Design ahb2apb_bridge, sky130hd; sources not shown.
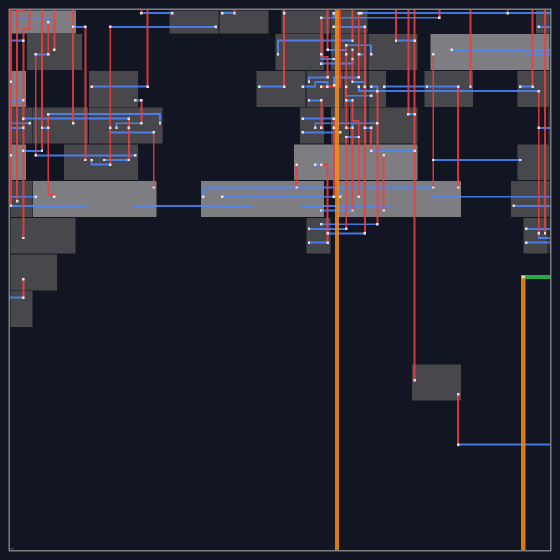
Fig. 1. Close-up of the layout.
Window x 48 to 88, y 76 to 116 um. Cells in grey, sequential cells in the stronger grey; small squares are vias.
[green] metal 3
[blue] metal 1
[orange] metal 4
[red] metal 2
most frequent: clkdlybuf4s50_1 (11), dfrtp_1 (6), a21oi_1 (4)
cells with their middle in the window: 33
sequential cells in the window: 6

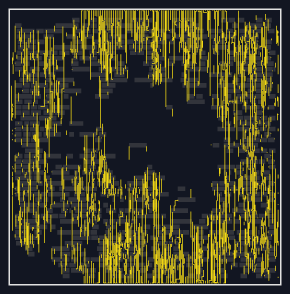
Fig. 2. Metal 2.
Drawn at 2 px/um.
main direction: vertical
wire length on this layer: 8,730 um
nets with wire on the layer: 871
share of all routed wire: 50%
longest straight run: 53.4 um
met2 global-route usage: 0.323
DR vias: 4,635
wire length after detailed routing: 17,500 um

==> impl_summary.log <==
[report] extracting results
[metrics] result of the run: finished with violations
[metrics] failing checks: negative setup slack
[metrics] Gate Count Post-Synth: around 390
[metrics] gr busiest metal: met2
[metrics] post-detail-place hpwl: roughly 13,000 um
[metrics] Seq pwr share: 0.263
[metrics] number of OpenROAD warnings: slightly above 50
[metrics] Cell Rows: about 48
[metrics] most used standard cells in the synthesized netlist: 96 x sky130_fd_sc_hd__dfrtp_1, 42 x sky130_fd_sc_hd__mux2_2, 38 x sky130_fd_sc_hd__nor2_1, 35 x sky130_fd_sc_hd__a21oi_1
[metrics] power dissipated by switching net loads: around 4 mW
[metrics] maximum achievable frequency: ~430 MHz
[metrics] clock-pin slew reported for the worst setup and hold paths after clock tree synthesis: ~0.070 ns
[metrics] Initial Util: 0.294
[metrics] fraction of layout instances using a drive strength above 1: 0.262
[metrics] CTS buffer count: 9
[metrics] total of flip-flops plus latches after synthesis: 97
[metrics] crit path launch type: register
[metrics] initial antenna violation count: 1
[metrics] nature of the critical path endpoint: output port
[metrics] num ports: ~340
[metrics] global-route total usage across every layer: 0.186
[metrics] worst hold-check path type: in2async
[metrics] total of endpoints with negative setup slack in the final report: 32
[metrics] post-CTS repair timing setup buffer count: 16
[metrics] longest individual stage delay on the worst path: ~0.4 ns
[metrics] core box area: roughly 17,000 um^2
[metrics] category of the critical setup timing path: reg2out
[metrics] number of max-cap violations: 0
[metrics] Post-synth area hogs: sky130_fd_sc_hd__dfrtp_1 48%, sky130_fd_sc_hd__mux4_2 14%, sky130_fd_sc_hd__mux2_2 9.4%
[metrics] vias per cell: 4.80
[metrics] power per unit of standard cell area: about 1300 nW/um^2
[metrics] Post-synth top flop: sky130_fd_sc_hd__dfrtp_1
[metrics] Unique cell types: 45
[metrics] multi-input logic area: ~2500 um^2
[metrics] First DRT Iteration DRCs: between 150 and 200
[metrics] least setup slack across all paths after layout: -0.106 ns
[metrics] level count of the clock H-tree: 3
[metrics] mean post-synth cell area: approximately 13 um^2
[metrics] grt total ovfl: 0
[metrics] met3 global-route usage: 0.0544
[metrics] height of the die: around 140 um
[metrics] top-area cell type share of the netlist area: 0.479
[metrics] Pint: around 7.8 mW
[metrics] dominant kind of combinational cell: multiplexers
[metrics] number of hold violations in the final report: 0
[metrics] pin count of the biggest net entering global routing: about 65
[metrics] number of I/O port buffers: 318
[metrics] 1st-pass router iterations: 4
[metrics] worst reg2reg path depth: 6
[metrics] leakage power total: around 3.8 nW
[metrics] sequential cell area fraction in the yosys report: 0.484
[metrics] fraction of power consumed by combinational cells: 0.590
==> layout make-up <==
| class | instances | area share |
|---|---|---|
| antenna | 1 | 0.000269 |
| clock buffer | 10 | 0.0246 |
| clock inverter | 6 | 0.0106 |
| inverter | 6 | 0.00242 |
| multi-input combinational | 255 | 0.272 |
| sequential | 97 | 0.261 |
| tap | 225 | 0.0302 |
| timing repair buffer | 366 | 0.398 |
==> cells in the final DEF (no fill, tap or decap), drive strengths merged, types with 2 or more instances in the layout <==
| master | count |
|---|---|
| clkdlybuf4s50 | 285 |
| dfrtp | 96 |
| buf | 81 |
| mux2 | 55 |
| nor2 | 38 |
| a21oi | 35 |
| mux4 | 32 |
| a22oi | 32 |
| clkbuf | 10 |
| o21ai | 10 |
| inv | 9 |
| nor3b | 8 |
| nand2 | 6 |
| nand2b | 5 |
| mux2i | 5 |
| nand3 | 4 |
| a21o | 3 |
| nand3b | 3 |
| nor3 | 2 |
| o22ai | 2 |
| bufinv | 2 |
| or2 | 2 |
| o221ai | 2 |
==> power groups by stage <==
stage	clock network, mW	logic [mW]	registers (mW)
6_report	1.73	6.92	3.08
5_1_grt	1.86	7.43	3.18
4_1_cts	1.79	7.06	3.08
3_5_place_dp	0	6.29	3.10
3_3_place_gp	0	6.18	3.05
2_1_floorplan	0	2.70	3.48
==> per-layer routing <==
metal | part of all wire | routed length [um] | vias to the layer above
met5 | 0 | 0 | -
met4 | 0.022 | 376 | 0
met3 | 0.089 | 1550 | 22
met2 | 0.50 | 8730 | 215
met1 | 0.39 | 6810 | 2247
li1 | - | - | 2151
==> worst max-delay path, delay by kind of cell (launching register included) <==
kind,cells,cell delay (ns)
buf+inv,3,0.44
flops,1,0.40
mux,1,0.32
simple gates,1,0.24
Power figures rest on the tool's default switching activity, not on a simulated workload.
